File: src/rtl/decode_wb.sv
// decode_wb: Y86 decode/writeback stage.
// Owns the register file, selects and reads the source operands, and holds the
// D->E pipeline register behind a valid/ready handshake. Writeback from the
// tail of the pipe updates the register file every cycle, whether or not the
// stage is stalled.
// Optional build macro: WB_BYPASS_EN. When it is defined, a same-cycle
// writeback is forwarded into the operand read (write-before-read).
module decode_wb #(
  parameter int unsigned NREGS    = 8,
  parameter logic [31:0] RESET_SP = 32'h0
) (
  input  logic        clk,
  input  logic        rst,
  input  logic        in_valid,
  output logic        in_ready,
  input  logic [7:0]  icode_i,
  input  logic [7:0]  ifun_i,
  input  logic [3:0]  rA_i,
  input  logic [3:0]  rB_i,
  input  logic [31:0] valC_i,
  output logic        out_valid,
  input  logic        out_ready,
  output logic [7:0]  icode_o,
  output logic [7:0]  ifun_o,
  output logic [31:0] valA_o,
  output logic [31:0] valB_o,
  output logic [31:0] valC_o,
  output logic [3:0]  dstE_o,
  output logic [3:0]  dstM_o,
  input  logic        wb_valid,
  input  logic [3:0]  wb_dstE,
  input  logic [31:0] wb_valE,
  input  logic [3:0]  wb_dstM,
  input  logic [31:0] wb_valM
);

  localparam int unsigned AW     = (NREGS > 1) ? $clog2(NREGS) : 1;
  localparam logic [3:0]  NREGS4 = 4'(NREGS);
  localparam logic [3:0]  RNONE  = 4'hF;
  localparam logic [3:0]  RESP   = 4'h4;

  typedef enum logic [7:0] {
    I_HALT   = 8'h00,
    I_NOP    = 8'h01,
    I_CMOVXX = 8'h02,
    I_IRMOVL = 8'h03,
    I_RMMOVL = 8'h04,
    I_MRMOVL = 8'h05,
    I_OPL    = 8'h06,
    I_JXX    = 8'h07,
    I_CALL   = 8'h08,
    I_RET    = 8'h09,
    I_PUSHL  = 8'h0A,
    I_POPL   = 8'h0B
  } icode_t;

  logic [31:0] rf [NREGS];

  logic [3:0]  srcA, srcB, dstE, dstM;
  logic [31:0] rdA, rdB;
  logic        load;
  logic        wbE_ok, wbM_ok;

  assign in_ready = !out_valid || out_ready;
  assign load     = in_valid && in_ready;
  assign wbE_ok   = wb_valid && (wb_dstE < NREGS4);
  assign wbM_ok   = wb_valid && (wb_dstM < NREGS4);

  // Register read: out-of-range or RNONE specifiers read as zero.
  function automatic logic [31:0] rd(input logic [3:0] src);
    logic [31:0] v;
    v = '0;
    if (src < NREGS4) begin
      v = rf[src[AW-1:0]];
`ifdef WB_BYPASS_EN
      if (wbE_ok && (wb_dstE == src)) v = wb_valE;
      if (wbM_ok && (wb_dstM == src)) v = wb_valM;
`endif
    end
    return v;
  endfunction

  // Source and destination selection from the instruction code.
  always_comb begin
    srcA = RNONE;
    srcB = RNONE;
    dstE = RNONE;
    dstM = RNONE;
    case (icode_i)
      I_CMOVXX: begin srcA = rA_i;                 dstE = rB_i; end
      I_IRMOVL: begin                                dstE = rB_i; end
      I_RMMOVL: begin srcA = rA_i; srcB = rB_i;                  end
      I_MRMOVL: begin              srcB = rB_i;    dstM = rA_i; end
      I_OPL:    begin srcA = rA_i; srcB = rB_i;    dstE = rB_i; end
      I_CALL:   begin              srcB = RESP;    dstE = RESP; end
      I_RET:    begin srcA = RESP; srcB = RESP;    dstE = RESP; end
      I_PUSHL:  begin srcA = rA_i; srcB = RESP;    dstE = RESP; end
      I_POPL:   begin srcA = RESP; srcB = RESP;    dstE = RESP; dstM = rA_i; end
      default:  begin end
    endcase
  end

  // Operand read for the instruction being accepted this cycle.
  always_comb begin
    rdA = rd(srcA);
    rdB = rd(srcB);
  end

  // Register file: reset image, then writeback with valM taking priority
  // when both ports target the same register (later assignment wins).
  always_ff @(posedge clk) begin
    if (rst) begin
      for (int unsigned i = 0; i < NREGS; i++)
        rf[AW'(i)] <= (i == 4) ? RESET_SP : '0;
    end else begin
      if (wbE_ok) rf[wb_dstE[AW-1:0]] <= wb_valE;
      if (wbM_ok) rf[wb_dstM[AW-1:0]] <= wb_valM;
    end
  end

  // D->E pipeline register; a stalled instruction keeps its captured operands.
  always_ff @(posedge clk) begin
    if (rst) begin
      out_valid <= 1'b0;
      icode_o   <= '0;
      ifun_o    <= '0;
      valA_o    <= '0;
      valB_o    <= '0;
      valC_o    <= '0;
      dstE_o    <= RNONE;
      dstM_o    <= RNONE;
    end else if (load) begin
      out_valid <= 1'b1;
      icode_o   <= icode_i;
      ifun_o    <= ifun_i;
      valA_o    <= rdA;
      valB_o    <= rdB;
      valC_o    <= valC_i;
      dstE_o    <= dstE;
      dstM_o    <= dstM;
    end else if (out_ready) begin
      out_valid <= 1'b0;
    end
  end

endmodule

File: config.mk
export PLATFORM = sky130hd
export DESIGN_NAME = decode_wb
export DESIGN_NICKNAME = d
export VERILOG_FILES = /design/src/rtl/decode_wb.sv
export SDC_FILE = /design/constraint.sdc
export NUM_CORES = 1
export LEC_CHECK = 0
export ABC_AREA = 1
export CORE_MARGIN = 3
export CORE_UTILIZATION = 35
export CTS_BUF_LIST = sky130_fd_sc_hd__clkbuf_8
export CTS_CLUSTER_DIAMETER = 120
export DETAILED_ROUTE_END_ITERATION = 10
export SLEW_MARGIN = 20
export SYNTH_ARGS = -nofsm -noshare
export SYNTH_HDL_FRONTEND = slang
export SYNTH_SLANG_ARGS = --single-unit
File: constraint.sdc
create_clock -name clk -period 3.5 [get_ports clk]
set_input_delay 0.35 -clock clk [delete_from_list [all_inputs] [get_ports clk]]
set_output_delay 0.35 -clock clk [all_outputs]
set_load 0.03 [all_outputs]
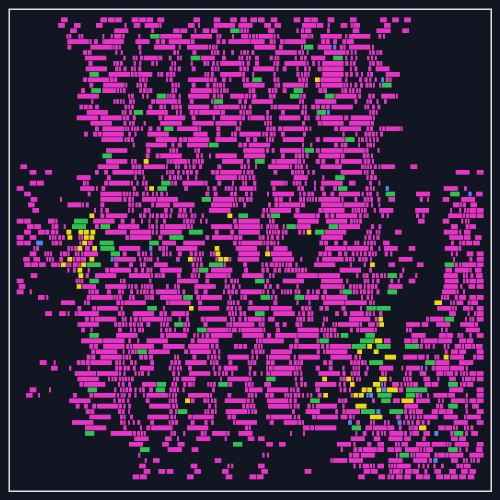
Figure 1: run 1, cells by drive strength.
Drawn at 2 px/µm.
Key: x6 and larger = green [cells 95, share 3.7%]; x3 and x4 = yellow [cells 57, share 2.2%]; x1 and smaller = magenta [cells 2,428, share 93%]; x2 = blue [cells 18, share 0.69%]

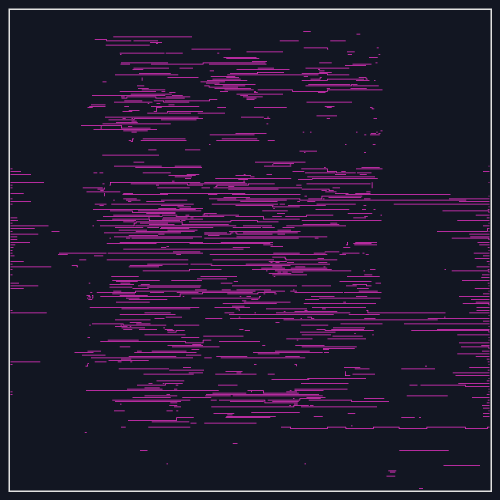
Figure 2: run 1, metal 3.
Drawn at 2 px/µm.
The longest straight run is 83.0 µm. The layer holds 13% of the routed length. The wires run mostly horizontal. The layer carries 9,960 µm of wire.

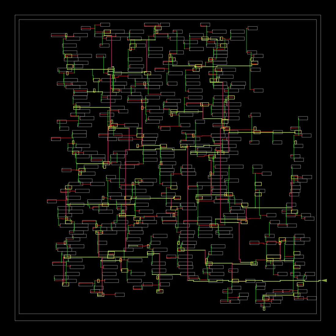
Figure 3: run 1, clock wiring as the flow saved it.
power consumed by the clock network: 3.93 mW
clock latency reported for the late side of the worst-skew pair: 640 ps

==> run 1: per-stage QoR <==
step | power [mW] | hold WS (ps) | area [µm²] | utilization [%]
after floorplan | 5.84 | 476 | 19200 | -
final | 10.2 | 131 | 23800 | 44.0
after detailed placement | 6.37 | 458 | 22500 | 41.7
after CTS | 10.3 | 83.2 | 23800 | 44.0
after global routing | 10.6 | 128 | 23800 | 44.0
after global placement | 6.35 | 454 | 22500 | 41.7
==> run 1: sequential cells by signal, indices dropped and copies added (netlist names) <==
name / flops
rf: 256
valA_o: 32
valB_o: 32
valC_o: 32
icode_o: 8
ifun_o: 8
dstE_o: 4
dstM_o: 4
out_valid: 1
==> run 1: logic make-up after synthesis <==
| group | count (synthesis) | synth area share, % |
|---|---|---|
| flip-flops | 377 | 52.6 |
| AND-OR/OR-AND | 391 | 12.0 |
| AND/OR/NAND/NOR | 1288 | 28.8 |
| buffers and inverters | 296 | 6.48 |
==> run 1: power by group through the flow <==
stage | Combinational [mW] | Clock, mW | Sequential, mW
3_3_place_gp | 1.13 | 0 | 5.22
2_1_floorplan | 0.549 | 0 | 5.29
5_1_grt | 1.25 | 4.17 | 5.16
6_report | 1.16 | 3.93 | 5.14
4_1_cts | 1.15 | 3.98 | 5.14
3_5_place_dp | 1.15 | 0 | 5.23
==> run 1: synth_stat cells <==
cell type | count | area [µm²]
sky130_fd_sc_hd__nand2_1 | 658 | 2470
sky130_fd_sc_hd__nand3_1 | 500 | 2500
sky130_fd_sc_hd__o22ai_1 | 260 | 1630
sky130_fd_sc_hd__edfxtp_1 | 256 | 7690
sky130_fd_sc_hd__dfxtp_1 | 121 | 2420
sky130_fd_sc_hd__nor2_1 | 109 | 409
sky130_fd_sc_hd__clkbuf_1 | 107 | 402
sky130_fd_sc_hd__inv_1 | 100 | 375
sky130_fd_sc_hd__a21oi_1 | 69 | 345
sky130_fd_sc_hd__buf_2 | 59 | 295
sky130_fd_sc_hd__o21ai_0 | 51 | 255
sky130_fd_sc_hd__buf_4 | 16 | 120
sky130_fd_sc_hd__buf_1 | 11 | 41.3
sky130_fd_sc_hd__nand4_1 | 8 | 50.1
sky130_fd_sc_hd__o211ai_1 | 6 | 45.0
sky130_fd_sc_hd__inv_2 | 3 | 11.3
sky130_fd_sc_hd__nand2_2 | 3 | 18.8
sky130_fd_sc_hd__nor2_2 | 3 | 18.8
sky130_fd_sc_hd__nor3_2 | 2 | 20.0
sky130_fd_sc_hd__o31ai_1 | 2 | 15.0
sky130_fd_sc_hd__a21oi_2 | 1 | 8.76
sky130_fd_sc_hd__nand2_4 | 1 | 11.3
sky130_fd_sc_hd__nand3b_1 | 1 | 7.51
sky130_fd_sc_hd__nor2_8 | 1 | 20.0
sky130_fd_sc_hd__nor3_1 | 1 | 5.00
sky130_fd_sc_hd__o21ai_1 | 1 | 5.00
sky130_fd_sc_hd__o21ai_2 | 1 | 8.76
sky130_fd_sc_hd__or2_1 | 1 | 6.26
==> run 1: path summary, 6_finish.rpt <==
check / from / to / slack, ps
setup reg to reg: out_valid / valB_o[27] / 1330
setup / recovery: icode_i[0] / valB_o[27] / 1180
hold reg to reg: valB_o[4] / valB_o[4] / 460
hold / removal: rst / valB_o[15] / 130
==> qor.txt, run 1 <==
clock-pin slew on the worst setup and hold paths -> 60 ps
total number of nets in the final design -> 2,679
number of nets at floorplan -> 2,485
antenna violations before repair -> 0
Max-area cell class -> flip-flops and latches
Net Sw Frac -> 26.7%
area of the chip -> 57,700 µm²
number of max-slew violations in the final report -> 0
switching power -> 2.73 mW
top metal layer carrying routed signals -> met4
CP max-delay cell -> sky130_fd_sc_hd__clkdlybuf4s50_1
layout cell share with drive strength beyond 1 -> 6.54%
most common logic cell in the routed design -> sky130_fd_sc_hd__nand2_1
peak fanout along the critical path -> 22
cell count listed in synth_stat.txt -> 2,352
Tightest Pin Transition -> 974 ps
critical path data arrival time -> 2870 ps
average wire per cell in the routed design -> 23.9 µm
number of sequential cells -> 377
global-route wire length before repair -> 116,000 µm
clock network power share -> 38.4%
Mapped Area -> 19,200 µm²
wl on met1 -> 30,600 µm
number of buffers created by CTS -> 68
Remaining Overflow, GRT -> 0
Hold Buf Count CTS -> 0
CTS Root Buffer Type -> sky130_fd_sc_hd__clkbuf_8
Met2 Wirelength -> 35,100 µm
number of vias per cell after detailed routing -> 5.92
tally of OpenROAD warnings -> 30
Cell Count, Final, Fillers Out -> 3,294
# resized after CTS -> 0
routing usage on met3 -> 5.77%
non-clock buffer count in the final layout -> 317
final setup margin -> 1180 ps
combinational share of cell area -> 33.4%
number of iterations in the first detailed-routing pass -> 6
cell type group with the largest total delay on the critical path -> buffers and inverters
residual antenna-violating net count after detailed routing -> 0
half-perimeter wire length after placement -> 42,800 µm
Worst Setup Start Kind -> primary input
Worst slew margin -> 35.1%
Synth Seq Share -> 52.6%
static leakage -> 9.10 nW
flip-flop and latch area -> 10,100 µm²
commonest cells after routing, fill and taps aside -> sky130_fd_sc_hd__nand2_1, sky130_fd_sc_hd__nand3_1, sky130_fd_sc_hd__o22ai_1
status -> complete, no violations
Layout non-clock buf frac -> 13.5%
IR Drop Worst-Case VDD -> 201 µV
register share of the cell area -> 42.5%
Ys Warns -> 0
area overhead of the layout relative to synthesis -> 23.8%
YS chip area -> 19,200 µm²
number of diodes added for antenna fixing -> 0
pre-CTS setup slack -> 620 ps
Setup Crit Path Kind -> primary input to register
number of top-level design ports -> 255
total global-route track usage -> 26.5%
Critical Path Max Stage Delay -> 520 ps
core area -> 54,000 µm²
Figure 4. Wire density map (run 1).
Drawn at 1.5 px/µm. 24 x 24 tiles, from black (low) to pale yellow (high), scaled to the fullest tile. Values are wire area over tile area, all layers added.
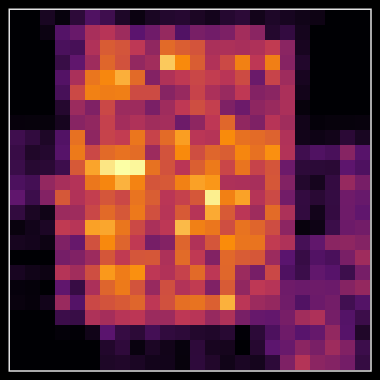

==> inputs of run 2 (changes only) <==
==> constraint.sdc (replaced) <==
create_clock -name clk -period 2.3 [get_ports clk]
set_input_delay 0.23 -clock clk [delete_from_list [all_inputs] [get_ports clk]]
set_output_delay 0.23 -clock clk [all_outputs]
set_load 0.03 [all_outputs]
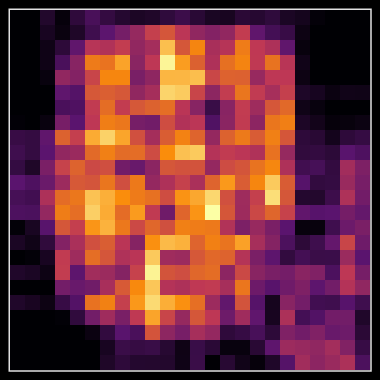
Figure 5: run 2, wire density map.
Drawn at 1.5 px/µm. 24 x 24 tiles, from black (low) to pale yellow (high), scaled to the fullest tile. Values are wire area over tile area, all layers added.
The fullest tile reaches 0.65. 33% of the tiles are over half the peak. The mean over all tiles is 0.23.

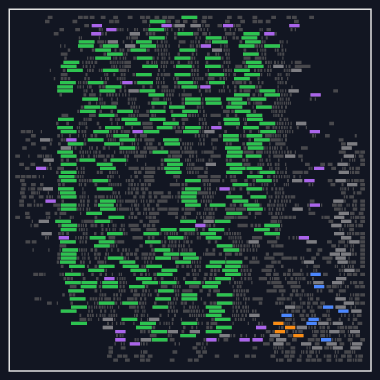
Figure 6: run 2, register map, names as in the netlist.
Drawn at 1.5 px/µm. Other sequential cells in the stronger gray, the rest of the logic in the fainter gray.
Key: `valA_o` = purple [flops 32, where widely spread]; `dstM_o` = orange [flops 4, where bottom right]; `icode_o` = blue [flops 8, where bottom right]; `rf` = green [flops 256]

==> qor.txt, run 2 <==
status -> complete, no violations
Ys Warns -> 0 (unchanged)
Tightest Pin Transition -> 744 ps (-230 ps)
Worst Setup Start Kind -> register
layout cell share with drive strength beyond 1 -> 10.1% (+3.5 points)
residual antenna-violating net count after detailed routing -> 0 (unchanged)
number of vias per cell after detailed routing -> 5.85 (-1.3%)
most common logic cell in the routed design -> sky130_fd_sc_hd__nand2_1
number of buffers created by CTS -> 68 (unchanged)
number of iterations in the first detailed-routing pass -> 8 (+2)
Hold Buf Count CTS -> 0 (unchanged)
area of the chip -> 57,700 µm² (unchanged)
cell taking the most area after synthesis -> sky130_fd_sc_hd__edfxtp_1
Post-DP Area -> 23,800 µm² (+5.9%)
Cell Count, Final, Fillers Out -> 3,386 (+2.8%)
core area -> 54,000 µm² (unchanged)
Critical R2R Launch -> out_valid
async set or reset register ratio after synthesis -> 0% (unchanged)
top_reg_cell synth -> sky130_fd_sc_hd__edfxtp_1
clock latency reported for the late side of the worst-skew pair -> 640 ps (about the same)
number of enable-type register cells in the synthesized netlist -> 256 (unchanged)
CP max-delay cell -> sky130_fd_sc_hd__clkdlybuf4s50_1
IR Drop Worst-Case VDD -> 358 µV (+78%)
Yosys top cell by instances -> sky130_fd_sc_hd__nand2_1
pre-CTS setup slack -> -226 ps (-846 ps)
static leakage -> 9.79 nW (+7.6%)
clock network power share -> 38.3% (about the same)
CTS Root Buffer Type -> sky130_fd_sc_hd__clkbuf_8
cell type group with the largest total delay on the critical path -> buffers and inverters
Synth top area share -> 40.0% (unchanged)
global-route wire length before repair -> 115,000 µm (-0.42%)
commonest cells after routing, fill and taps aside -> sky130_fd_sc_hd__nand2_1, sky130_fd_sc_hd__nand3_1, sky130_fd_sc_hd__o22ai_1
half-perimeter wire length after placement -> 49,400 µm (+15%)
Crit. Startpoint -> out_valid
YS chip area -> 19,200 µm² (unchanged)
Remaining Overflow, GRT -> 0 (unchanged)
Setup Crit Path Kind -> register to output port
number of diodes added for antenna fixing -> 0 (unchanged)
Net Sw Frac -> 26.5% (-0.16 points)
peak fanout along the critical path -> 3 (-86%)
core occupancy in the finished layout -> 46.5% (+2.5 points)
register with the most flip-flops -> rf
final setup margin -> 257 ps (-924 ps)
total non-filler cell area in the finished layout -> 25,100 µm² (+5.7%)
number of max-slew violations in the final report -> 0 (unchanged)
cell count listed in synth_stat.txt -> 2,352 (unchanged)
power after layout -> 15.8 mW (+54%)
Post-synth top cells -> sky130_fd_sc_hd__nand2_1, sky130_fd_sc_hd__nand3_1, sky130_fd_sc_hd__o22ai_1, sky130_fd_sc_hd__edfxtp_1, sky130_fd_sc_hd__dfxtp_1
source of the worst hold timing path -> rst
area overhead of the layout relative to synthesis -> 30.8%
number of top-level design ports -> 255 (unchanged)
# resized after CTS -> 0 (unchanged)
-- run 2: cells by family (layout without fill, tap and decap cells) --
logic type	Yosys count	after routing	synth area share, %
buffers and inverters	296	634	6.48
AND/OR/NAND/NOR	1288	1288	28.8
AND-OR/OR-AND	391	391	12.0
flip-flops	377	377	52.6
-- run 2: final cells by class --
class,count,area [µm²],area share (%)
sequential,377,10100,40.2
multi-input combinational,1679,7950,31.6
timing repair buffer,409,4530,18.0
clock buffer,78,1070,4.27
tap,696,871,3.47
inverter,103,387,1.54
clock inverter,44,203,0.807
-- run 2: final timing paths --
path / endpoint / slack, ps / depth (start not counted)
setup / recovery: in_ready / 260 / 2
hold / removal: valA_o[14] / 190 / 3
setup reg to reg: icode_o[2] / 750 / 6
hold reg to reg: valA_o[27] / 460 / 2
-- run 2: power groups by stage --
stage          sequential, mW  clock, mW  combinational, mW
3_3_place_gp             7.95          0               1.85
2_1_floorplan            8.05          0              0.841
4_1_cts                  7.82       6.15               1.88
3_5_place_dp             7.96          0               1.87
6_report                 7.83       6.04               1.89
5_1_grt                  7.86       6.46               2.04
-- run 2: worst min-delay path, delay by kind of cell --
family	cells	cell delay (ps)
compound gates	1	110
buf+inv	2	430
-- run 2: metal layers --
layer  vias to the layer above  wire (µm)  GRT usage (%)
li1                       8880          -              -
met1                      9249      29300           32.8
met2                      1411      35600           42.1
met3                       259       9130           6.46
met4                         0       3600           13.4
met5                         -          0              0
Power figures rest on the tool's default switching activity, not on a simulated workload.
